File: config.mk
export PLATFORM = sky130hd
export DESIGN_NAME = ksa_swap_loop
export DESIGN_NICKNAME = d
export VERILOG_FILES = /design/src/rtl/ksa_swap_loop.sv
export SDC_FILE = /design/constraint.sdc
export NUM_CORES = 1
export LEC_CHECK = 0
export CORE_MARGIN = 1.5
export CORE_UTILIZATION = 48
export DETAILED_ROUTE_END_ITERATION = 7
export PLACE_DENSITY = 0.84
export SLEW_MARGIN = 15
export SYNTH_ARGS = -nofsm -noshare
export SYNTH_HDL_FRONTEND = slang
export SYNTH_SLANG_ARGS = --single-unit
File: constraint.sdc
create_clock -name clk -period 2.92 [get_ports clk]
set_input_delay 0.584 -clock clk [delete_from_list [all_inputs] [get_ports clk]]
set_output_delay 0.584 -clock clk [all_outputs]
set_load 0.01 [all_outputs]
File: src/rtl/ksa_swap_loop.sv
// ksa_swap_loop: second RC4 key-scheduling pass over the 256x8 S-box RAM.
// The block walks i = 0..255. For each i it reads S[i], updates
// j = j + S[i] + key[i mod 3], reads S[j], and then writes the two entries swapped.
// The RAM has a registered address and an unregistered output, so each read
// costs one address cycle and one wait cycle.
// Every output is registered. The combinational block computes the output values
// that belong to the state being entered.
module ksa_swap_loop #(
    parameter int KEY_BYTES = 3
) (
    input  logic        clk,
    input  logic        reset_n,
    input  logic        start_flag,
    input  logic [23:0] secret_key,
    input  logic [7:0]  q,
    output logic [7:0]  address,
    output logic [7:0]  data,
    output logic        wren,
    output logic        done_flag
);

    // Last key index before kidx wraps back to byte 0.
    localparam logic [1:0] KIDX_LAST = 2'(KEY_BYTES - 1);

    typedef enum logic [2:0] {
        ST_IDLE = 3'd0,
        ST_RD_I = 3'd1,
        ST_WT_I = 3'd2,
        ST_RD_J = 3'd3,
        ST_WT_J = 3'd4,
        ST_WR_I = 3'd5,
        ST_WR_J = 3'd6,
        ST_DONE = 3'd7
    } state_t;

    state_t     state_q, state_d;
    logic [7:0] i_q, i_d;
    logic [7:0] j_q, j_d;
    logic [7:0] si_q, si_d;
    logic [1:0] kidx_q, kidx_d;
    logic [7:0] address_q, address_d;
    logic [7:0] data_q, data_d;
    logic       wren_q, wren_d;
    logic       done_q, done_d;

    // Key byte 0 is the most significant byte of the 24-bit key.
    function automatic logic [7:0] key_byte(input logic [23:0] key, input logic [1:0] idx);
        logic [7:0] kb;
        case (idx)
            2'd0:    kb = key[23:16];
            2'd1:    kb = key[15:8];
            default: kb = key[7:0];
        endcase
        return kb;
    endfunction

    // State and datapath registers, cleared asynchronously.
    always_ff @(posedge clk or negedge reset_n) begin
        if (!reset_n) begin
            state_q   <= ST_IDLE;
            i_q       <= 8'd0;
            j_q       <= 8'd0;
            si_q      <= 8'd0;
            kidx_q    <= 2'd0;
            address_q <= 8'd0;
            data_q    <= 8'd0;
            wren_q    <= 1'b0;
            done_q    <= 1'b0;
        end else begin
            state_q   <= state_d;
            i_q       <= i_d;
            j_q       <= j_d;
            si_q      <= si_d;
            kidx_q    <= kidx_d;
            address_q <= address_d;
            data_q    <= data_d;
            wren_q    <= wren_d;
            done_q    <= done_d;
        end
    end

    // Next state and next registered outputs. The data register also serves as
    // the S[j] capture, because S[j] is written to S[i] directly.
    always_comb begin
        state_d   = state_q;
        i_d       = i_q;
        j_d       = j_q;
        si_d      = si_q;
        kidx_d    = kidx_q;
        address_d = address_q;
        data_d    = data_q;
        wren_d    = 1'b0;
        done_d    = 1'b0;
        if ((state_q != ST_IDLE) && !start_flag) begin
            // Abort: leave the RAM partially permuted. The next start begins again at i=0.
            state_d = ST_IDLE;
        end else begin
            case (state_q)
                ST_IDLE: begin
                    if (start_flag) begin
                        state_d   = ST_RD_I;
                        i_d       = 8'd0;
                        j_d       = 8'd0;
                        kidx_d    = 2'd0;
                        address_d = 8'd0;
                    end else begin
                        state_d = ST_IDLE;
                    end
                end
                ST_RD_I: begin
                    state_d = ST_WT_I;
                end
                ST_WT_I: begin
                    si_d      = q;
                    j_d       = j_q + q + key_byte(secret_key, kidx_q);
                    address_d = j_d;
                    state_d   = ST_RD_J;
                end
                ST_RD_J: begin
                    state_d = ST_WT_J;
                end
                ST_WT_J: begin
                    address_d = i_q;
                    data_d    = q;
                    wren_d    = 1'b1;
                    state_d   = ST_WR_I;
                end
                ST_WR_I: begin
                    address_d = j_q;
                    data_d    = si_q;
                    wren_d    = 1'b1;
                    state_d   = ST_WR_J;
                end
                ST_WR_J: begin
                    if (i_q == 8'd255) begin
                        done_d  = 1'b1;
                        state_d = ST_DONE;
                    end else begin
                        i_d       = i_q + 8'd1;
                        kidx_d    = (kidx_q == KIDX_LAST) ? 2'd0 : kidx_q + 2'd1;
                        address_d = i_q + 8'd1;
                        state_d   = ST_RD_I;
                    end
                end
                ST_DONE: begin
                    // Hold here until start_flag drops. There is no automatic restart.
                    done_d  = 1'b1;
                    state_d = ST_DONE;
                end
                default: begin
                    state_d = ST_IDLE;
                end
            endcase
        end
    end

    assign address   = address_q;
    assign data      = data_q;
    assign wren      = wren_q;
    assign done_flag = done_q;

endmodule
### Track usage over the die, run 1

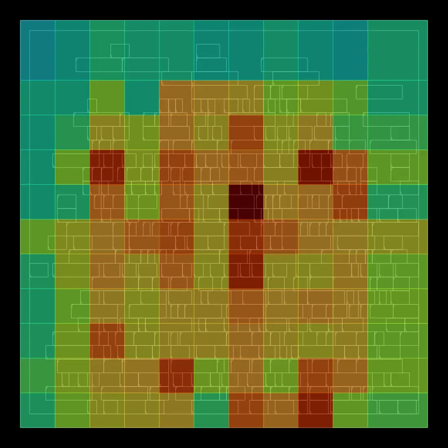
GRT Max-Usage Layer: met2
Final Core Density: 0.640
M1 GR Usage: 0.314
Total GRT Usage: 0.245
GR met3 Demand/Resource: 0.0438

### Routed metal, one color a layer, run 1

Only two layers are drawn.
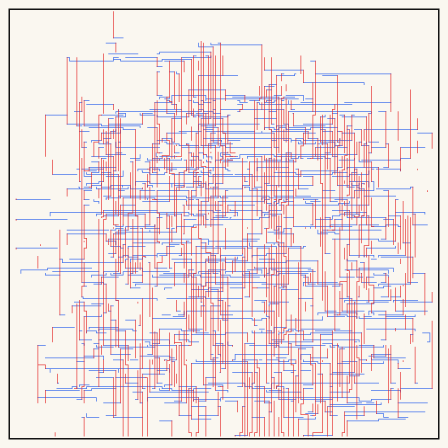
legend:
  metal 2:
    color: red
    wire_length: 3670 um
  metal 1:
    color: blue
    wire_length: 3050 um

==> flow_metrics.env, run 1 <==
# implementation run metrics
export IMPL_status="finished, final reports clean"
export IMPL_final_cell_mix="dfrtp_1, clkdlybuf4s50_1, nand2_1, o21ai_0, mux2i_1"
export IMPL_via_count=2565
export IMPL_tool_warnings=28
export IMPL_drc_errors=0
export IMPL_critPathKind="reg2reg"
export IMPL_rows=28
export IMPL_fp_util=0.495
export IMPL_worst_slew_pin_slew_ns=0.851
export IMPL_r2r_setup_slack_ns=0.07
export IMPL_crit_arrival_ns=3.08
export IMPL_period_minus_slack_ns=2.85
export IMPL_overflow=0
export IMPL_path_clk_slew_ns=0.09
export IMPL_worstSetupStartpointType="flip-flop"
export IMPL_report_final_slew_viol_count=0
export IMPL_netSwitchingPower_uw=693
export IMPL_ys_warn_count=0
export IMPL_fp_coreArea_um2=5890
export IMPL_cts_buffer_depth=2
export IMPL_intPower_mw=1.44
export IMPL_root_buffer="clkbuf_8"
export IMPL_synthFlopType="dfrtp_1"
export IMPL_synth_nets=354
export IMPL_netlist_area_um2=2910
export IMPL_p_comb_frac=0.370
export IMPL_grt_pass1_wl_um=12200
export IMPL_drive_gt1_frac=0.155
export IMPL_edf_count=0
export IMPL_grt_pass1_vias=2564
export IMPL_fin_skew_ns=0.00235
export IMPL_worstRegToRegCells=12
export IMPL_grt_max_degree=48
export IMPL_antenna_found_initial=0
export IMPL_seq_power_share=0.403
export IMPL_numCtsBuffers=5
export IMPL_dp_hpwl_um=5420
export IMPL_crit_path_end_kind="flip-flop"
export IMPL_port_buffers=52
export IMPL_gp_congestion=0.954
export IMPL_holdBufCountCts=0
export IMPL_dieHeight_um=80.9
export IMPL_r2r_start="kidx_q[0]"
export IMPL_swShare=0.325
export IMPL_fmax_mhz=351
export IMPL_pwr_density_cell_nw_per_um2=567
export IMPL_ys_seq_frac=0.404
export IMPL_lay_top_count="dfrtp_1"
export IMPL_hold_viol_final=0
export IMPL_clkLatencyLatePin_ns=0.31
export IMPL_ys_ff=47
export IMPL_cp_required_ns=3.15
export IMPL_r2r_end="address[7]"
export IMPL_cp_startpoint="kidx_q[0]"
export IMPL_cts_sinks=47
export IMPL_p_clk_frac=0.228
export IMPL_cts_tree="yes"
export IMPL_wl_per_cell_um=16.7
export IMPL_firstDrtPassIters=6
export IMPL_rsz0062_at_grt="yes"
export IMPL_min_path_type="in2async"
export IMPL_ant_nets=0
export IMPL_antenna_cells=0
export IMPL_routed_wl_um=7380
export IMPL_ys_cells=304
export IMPL_ios=53
export IMPL_final_cells=442
export IMPL_tns_ns=0
export IMPL_htreeDepth=2
export IMPL_setup_viol=0
export IMPL_fin_crit_sh=0.974
export IMPL_syn_instance_count=304
export IMPL_async_flop_share=1.00
export IMPL_synth_cell_types=49
export IMPL_nets=417
export IMPL_yosys_stat_area_um2=2910
export IMPL_die_area_um2=6540
export IMPL_dpl_cell_count=432
export IMPL_avgSynthCellArea_um2=9.58
export IMPL_crit_path_end="address[7]"
export IMPL_vdd_drop_max_uv=412
export IMPL_p_leak_nw=1.66
export IMPL_initialDrtViolationCount=181
export IMPL_maxCapViolCount=0
export IMPL_vias_per_cell=5.80
export IMPL_area_growth_pct=29.3
export IMPL_die_w_um=80.9
export IMPL_slew_headroom=0.428
export IMPL_worstPathMaxFanout=4
### Signal wires on met4, run 1

Cells faint in the background.
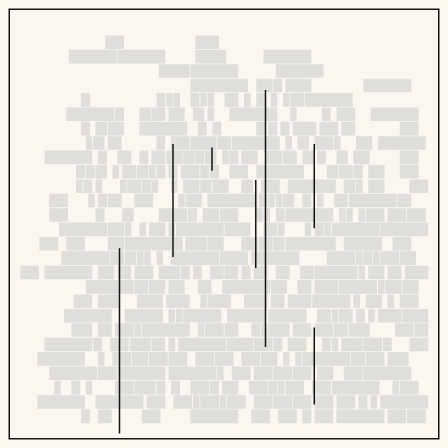
nets with wire on the layer: 7
longest straight run: 48.3 um
main direction: vertical

### Power grid, run 1

The bar under the picture is 20 um long. Pins as bars on the die edge. Tap cells in gray.
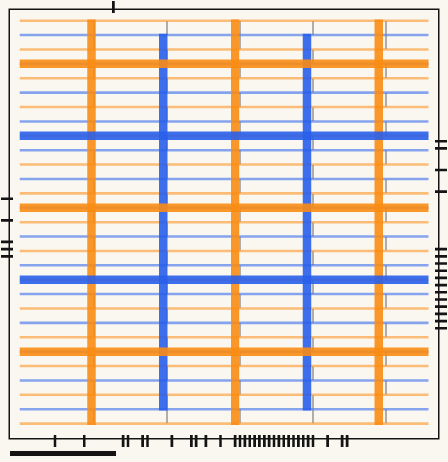
legend:
  VDD:
    color: blue
  VSS:
    color: orange
met4 straps: 5
met5 straps: 5
tap cells: 75
met1 rails: 29

## run 1: layout make-up
class	count	area [um^2]
timing repair buffer	74	684
inverter	16	60.1
fill	476	2120
tap	75	93.8
multi-input combinational	223	1640
clock buffer	5	68.8
sequential	47	1180
clock inverter	2	37.5
## run 1: cells in the mapped netlist, drive strengths merged (5+ instances only)
cell type	count	share of area
xnor2	5	0.015
o21ai	31	0.053
nand3	11	0.019
clkbuf	8	0.010
o31ai	6	0.015
fa	8	0.055
a21oi	13	0.022
mux2	8	0.031
a22o	6	0.018
nand2	35	0.046
buf	10	0.018
inv	16	0.021
nor2	17	0.022
mux2i	23	0.079
ha	7	0.030
dfrtp	47	0.40
nand2b	6	0.013
## run 1: registers in the layout, indices dropped and copies added, names as in the netlist
register   count
address        8
data           8
i_q            8
j_q            8
si_q           8
state_q        3
kidx_q         2
done_flag      1
wren           1
## run 1: layer usage
layer | vias to the layer above | share of wire | track usage
met2 | 103 | 0.50 | 0.415
met5 | - | 0 | 0
met3 | 17 | 0.069 | 0.0438
met1 | 1234 | 0.41 | 0.314
li1 | 1211 | - | -
met4 | 0 | 0.021 | 0.0862
## run 1: power groups by stage
stage,combinational [mW],clock (mW),sequential [mW]
finish,0.789,0.486,0.860
global route,0.853,0.526,0.876
CTS,0.767,0.487,0.860
detailed placement,0.747,0,0.873
global placement,0.716,0,0.867
floorplan,0.391,0,0.874
## run 1: worst min path at each step
stage | endpoint | slack (ns) | start
2_1_floorplan | address[0] | 0.29 | reset_n
3_3_place_gp | data[1] | 0.46 | data[1]
3_5_place_dp | data[5] | 0.48 | data[5]
4_1_cts | data[6] | 0.39 | reset_n
5_1_grt | si_q[5] | 0.40 | reset_n
6_report | si_q[5] | 0.37 | reset_n
## run 1: per-stage QoR
step | util | cell area [um^2] | power [mW] | hold WS [ns] | setup slack (ns)
floorplan | - | 2920 | 1.27 | 0.288 | 0.00571
global placement | 0.609 | 3580 | 1.58 | 0.462 | -0.477
detailed placement | 0.609 | 3580 | 1.62 | 0.476 | -0.581
CTS | 0.632 | 3720 | 2.11 | 0.390 | -0.0658
global route | 0.640 | 3770 | 2.25 | 0.396 | -0.0382
finish | 0.640 | 3770 | 2.13 | 0.367 | 0.0745
## run 1: worst max-delay path, cell delays in order, from the launching register on
cell and delay (ns):
dfrtp_2 0.45, mux2i_1 0.14, nor2_1 0.12, a21oi_2 0.05
fa_1 0.48, inv_1 0.04, ha_2 0.18, fa_2 0.34
a21o_1 0.22, o2111ai_2 0.08, nand3_2 0.11, or4_4 0.44
o2111ai_2 0.10
## run 1: repair_timing
item,CTS,global route
gates resized,12,11
pin swaps,7,9
setup buffers,2,1
endpoints found under the setup margin,6,5
hold endpoints to repair,0,0
## run 1: logic make-up (layout without fill, tap and decap cells)
group	count (synthesis)	in the layout	share of synthesized area
AOI/OAI and AO/OA	83	83	0.188
xor gates and xnor gates	8	8	0.0241
muxes	31	31	0.110
buffers and inverters	34	97	0.0485
and+or+nand+nor	86	86	0.140
adders and majority gates	15	15	0.0850
DFF	47	47	0.404
### Close-up of the layout, run 1

Window x 48 to 73, y 8 to 33 um. Cells in gray, sequential cells in the stronger gray; small squares are vias.
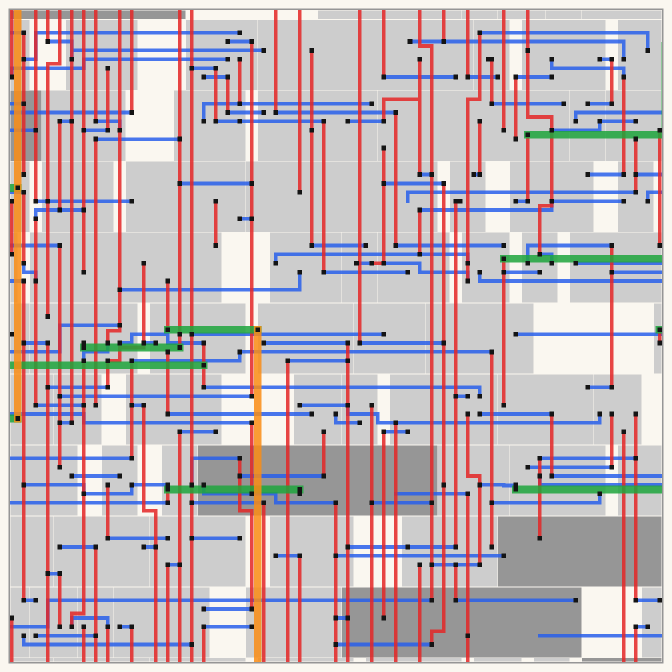

## Run 2: what changed since run 1
ABC_AREA = 1   (was default)
### Close-up of the layout, run 2

Window x 48 to 73, y 8 to 33 um. Cells in gray, sequential cells in the stronger gray; small squares are vias.
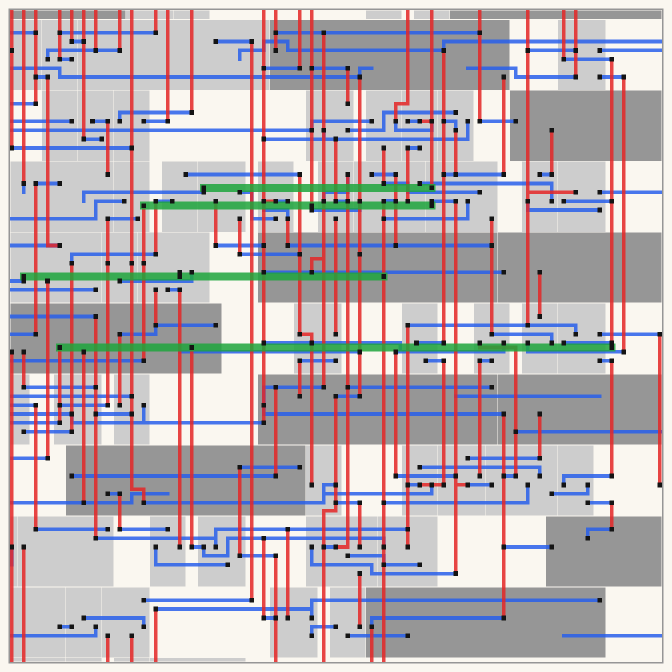
legend:
  metal 1:
    color: blue
  metal 3:
    color: green
  metal 2:
    color: red
netlist names of flops here include: `si_q` (5), `data` (4)
sequential cells in the window: 9
most frequent: nand2_1 (18), o21ai_0 (10), dfrtp_1 (9)
cells with their middle in the window: 53

### Power grid, run 2

The bar under the picture is 20 um long. Pins as bars on the die edge. Tap cells in gray.
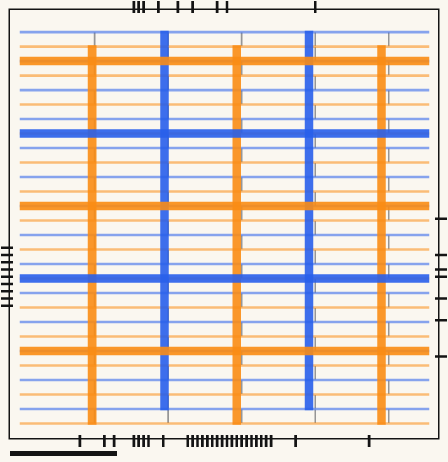
legend:
  VDD:
    color: blue
  VSS:
    color: orange
met4 straps: 5
met1 rails: 28
rows: 27
met5 straps: 5
signal pins: 53

==> flow_metrics.env, run 2 <==
# implementation run metrics
export IMPL_dp_hpwl_um=5580
export IMPL_worst_slew_pin_slew_ns=0.620
export IMPL_die_area_um2=6450
export IMPL_synth_cell_types=33
export IMPL_track_usage=0.260
export IMPL_critPathKind="in2reg"
export IMPL_slowest_delay_ns=0.48
export IMPL_fillers=457
export IMPL_fp_util=0.509
export IMPL_overflow=0
export IMPL_antenna_cells=0
export IMPL_crit_path_end_kind="flip-flop"
export IMPL_dpl_cell_area_um2=3490
export IMPL_fmax_mhz=366
export IMPL_edf_count=0
export IMPL_use_met1=0.332
export IMPL_nets=485
export IMPL_root_buffer="clkbuf_8"
export IMPL_crit_chain="clkdlybuf4s50_1 > a22o_1 > a21oi_2 > fa_1 > inv_1 > ha_2 > fa_2 > inv_2 > o21bai_1 > o21ai_0 > nand3b_1 > nand2_1 > nand2_1"
export IMPL_rsz0062_at_grt="yes"
export IMPL_die_w_um=80.3
export IMPL_top_cell="nand2_1"
export IMPL_synth_nets=426
export IMPL_slew_headroom=0.587
export IMPL_worstSetupStartpointType="input pin"
export IMPL_ant_nets=0
export IMPL_hold_viol_final=0
export IMPL_pre_cts_slack_ns=-0.225
export IMPL_fp_coreArea_um2=5640
export IMPL_stdcell_area_um2=3640
export IMPL_avgSynthCellArea_um2=7.63
export IMPL_ys_seq_frac=0.410
export IMPL_grt_pass1_wl_um=12800
export IMPL_crit_arrival_ns=2.94
export IMPL_ys_cells=376
export IMPL_tool_warnings=27
export IMPL_lay_top_count="nand2_1"
export IMPL_postCtsSetupBuffers=0
export IMPL_final_cells=508
export IMPL_fin_util=0.646
export IMPL_cts_buffer_depth=2
export IMPL_gp_congestion=0.869
export IMPL_cpMostUsedCell="nand2_1"
export IMPL_drive_gt1_frac=0.0963
export IMPL_drc_errors=0
export IMPL_ys_warn_count=0
export IMPL_synth_top_area_share=0.410
export IMPL_rows=27
export IMPL_min_path_type="in2async"
export IMPL_htreeDepth=2
export IMPL_cp_slowest_cell="fa_1"
export IMPL_period_minus_slack_ns=2.73
export IMPL_ios=53
export IMPL_p_leak_nw=1.81
export IMPL_use_met2=0.447
export IMPL_met3_usage=0.0409
export IMPL_setup_slack_ns=0.189
export IMPL_grt_max_degree=48
export IMPL_tns_ns=0
export IMPL_vias_per_cell=5.46
export IMPL_wl_per_cell_um=14.8
export IMPL_clkLatencyLatePin_ns=0.31
export IMPL_maxCapViolCount=0
export IMPL_area_leaders="dfrtp_1, nand2_1, o21ai_0, inv_1, fa_1"
export IMPL_synthFlopType="dfrtp_1"
export IMPL_numCtsBuffers=5
export IMPL_cts_sinks=47
export IMPL_critical_path_buf_inv_count=3
export IMPL_cp_required_ns=3.13
export IMPL_path_clk_slew_ns=0.09
export IMPL_antenna_found_initial=0
export IMPL_routed_wl_um=7540
export IMPL_firstDrtPassIters=5
export IMPL_yosys_stat_area_um2=2870
export IMPL_area_growth_pct=27.0
export IMPL_yosysTopAreaCell="dfrtp_1"
export IMPL_cp_top_family="adder cells"
export IMPL_ys_ff=47
export IMPL_worstPathMaxFanout=3
export IMPL_initialDrtViolationCount=208
export IMPL_async_flop_share=1.00
export IMPL_via_count=2773
export IMPL_dpl_cell_count=500
export IMPL_fin_skew_ns=0.00508
export IMPL_dieHeight_um=80.3
export IMPL_netlist_area_um2=2870
export IMPL_common_cells="nand2_1, inv_1, dfrtp_1, o21ai_0, nand3_1"
export IMPL_status="finished, final reports clean"
export IMPL_port_buffers=52
export IMPL_grt_pass1_vias=2815
export IMPL_fin_crit_sh=0.935
export IMPL_grt_busiest_layer="met2"
export IMPL_report_final_slew_viol_count=0
export IMPL_vdd_drop_max_uv=369
export IMPL_final_cell_mix="nand2_1, clkdlybuf4s50_1, inv_1, dfrtp_1, o21ai_0"
export IMPL_syn_instance_count=376
export IMPL_pwr_density_cell_nw_per_um2=862
export IMPL_setup_viol=0
export IMPL_cts_tree="yes"
[run 2: power breakdown]
group | internal, mW | total (mW) | switching, mW
logic | 0.656 | 1.53 | 0.871
clock network | 0.343 | 0.579 | 0.237
registers | 0.870 | 1.03 | 0.162
total | 1.87 | 3.14 | 1.27
[run 2: cell type report]
cell class / instances / area (um^2) / area share
Timing Repair Buffer: 60 / 578 / 0.159
Tap cell: 72 / 90.1 / 0.0247
Sequential cell: 47 / 1180 / 0.323
Clock buffer: 6 / 72.6 / 0.0199
Inverter: 51 / 191 / 0.0525
Clock inverter: 2 / 60.1 / 0.0165
Multi-Input combinational cell: 270 / 1480 / 0.405
[run 2: layer usage]
layer | wire length, um | vias to the layer above
li1 | - | 1325
met1 | 3240 | 1330
met2 | 3730 | 105
met3 | 426 | 13
met4 | 149 | 0
met5 | 0 | -
[run 2: logic make-up (layout without fill, tap and decap cells)]
group / count (synthesis) / count (layout) / synth area share
buffers and inverters: 59 / 119 / 0.0829
flip-flops: 47 / 47 / 0.410
AND/OR/NAND/NOR: 180 / 180 / 0.263
XOR/XNOR: 1 / 1 / 0.00305
AND-OR/OR-AND: 74 / 74 / 0.154
adder cells (fa/ha/maj): 15 / 15 / 0.0863
[run 2: worst reg2reg max path, delay by kind of cell (launching register included)]
family | cells | cell delay (ns)
simple gates | 10 | 0.93
compound gates | 1 | 0.14
fa+ha+maj | 2 | 0.83
flops | 1 | 0.41
buf+inv | 3 | 0.32
[run 2: worst paths after layout]
kind	from	endpoint	slack [ns]	cells past startpoint
worst max register to register	kidx_q[0]	address[6]	0.19	16
min in group clk	address[6]	address[6]	0.48	2
worst max-delay path	secret_key[1]	address[5]	0.19	13
worst min register to register	address[6]	address[6]	0.48	2
max in group asynchronous	reset_n	address[5]	2.22	1
worst min-delay path	reset_n	si_q[6]	0.28	1
[run 2: timing repair]
item | CTS | global route
hold buffers | 0 | 0
setup endpoints to repair | 0 | 5
gates resized | 0 | 7
[run 2: metrics by stage]
stage / hold WS (ns) / power, mW
finish: 0.282 / 3.14
global route: 0.329 / 3.38
CTS: 0.488 / 3.11
detailed placement: 0.465 / 2.51
global placement: 0.466 / 2.45
floorplan: 0.288 / 1.94
Power and IR drop assume default switching activity.
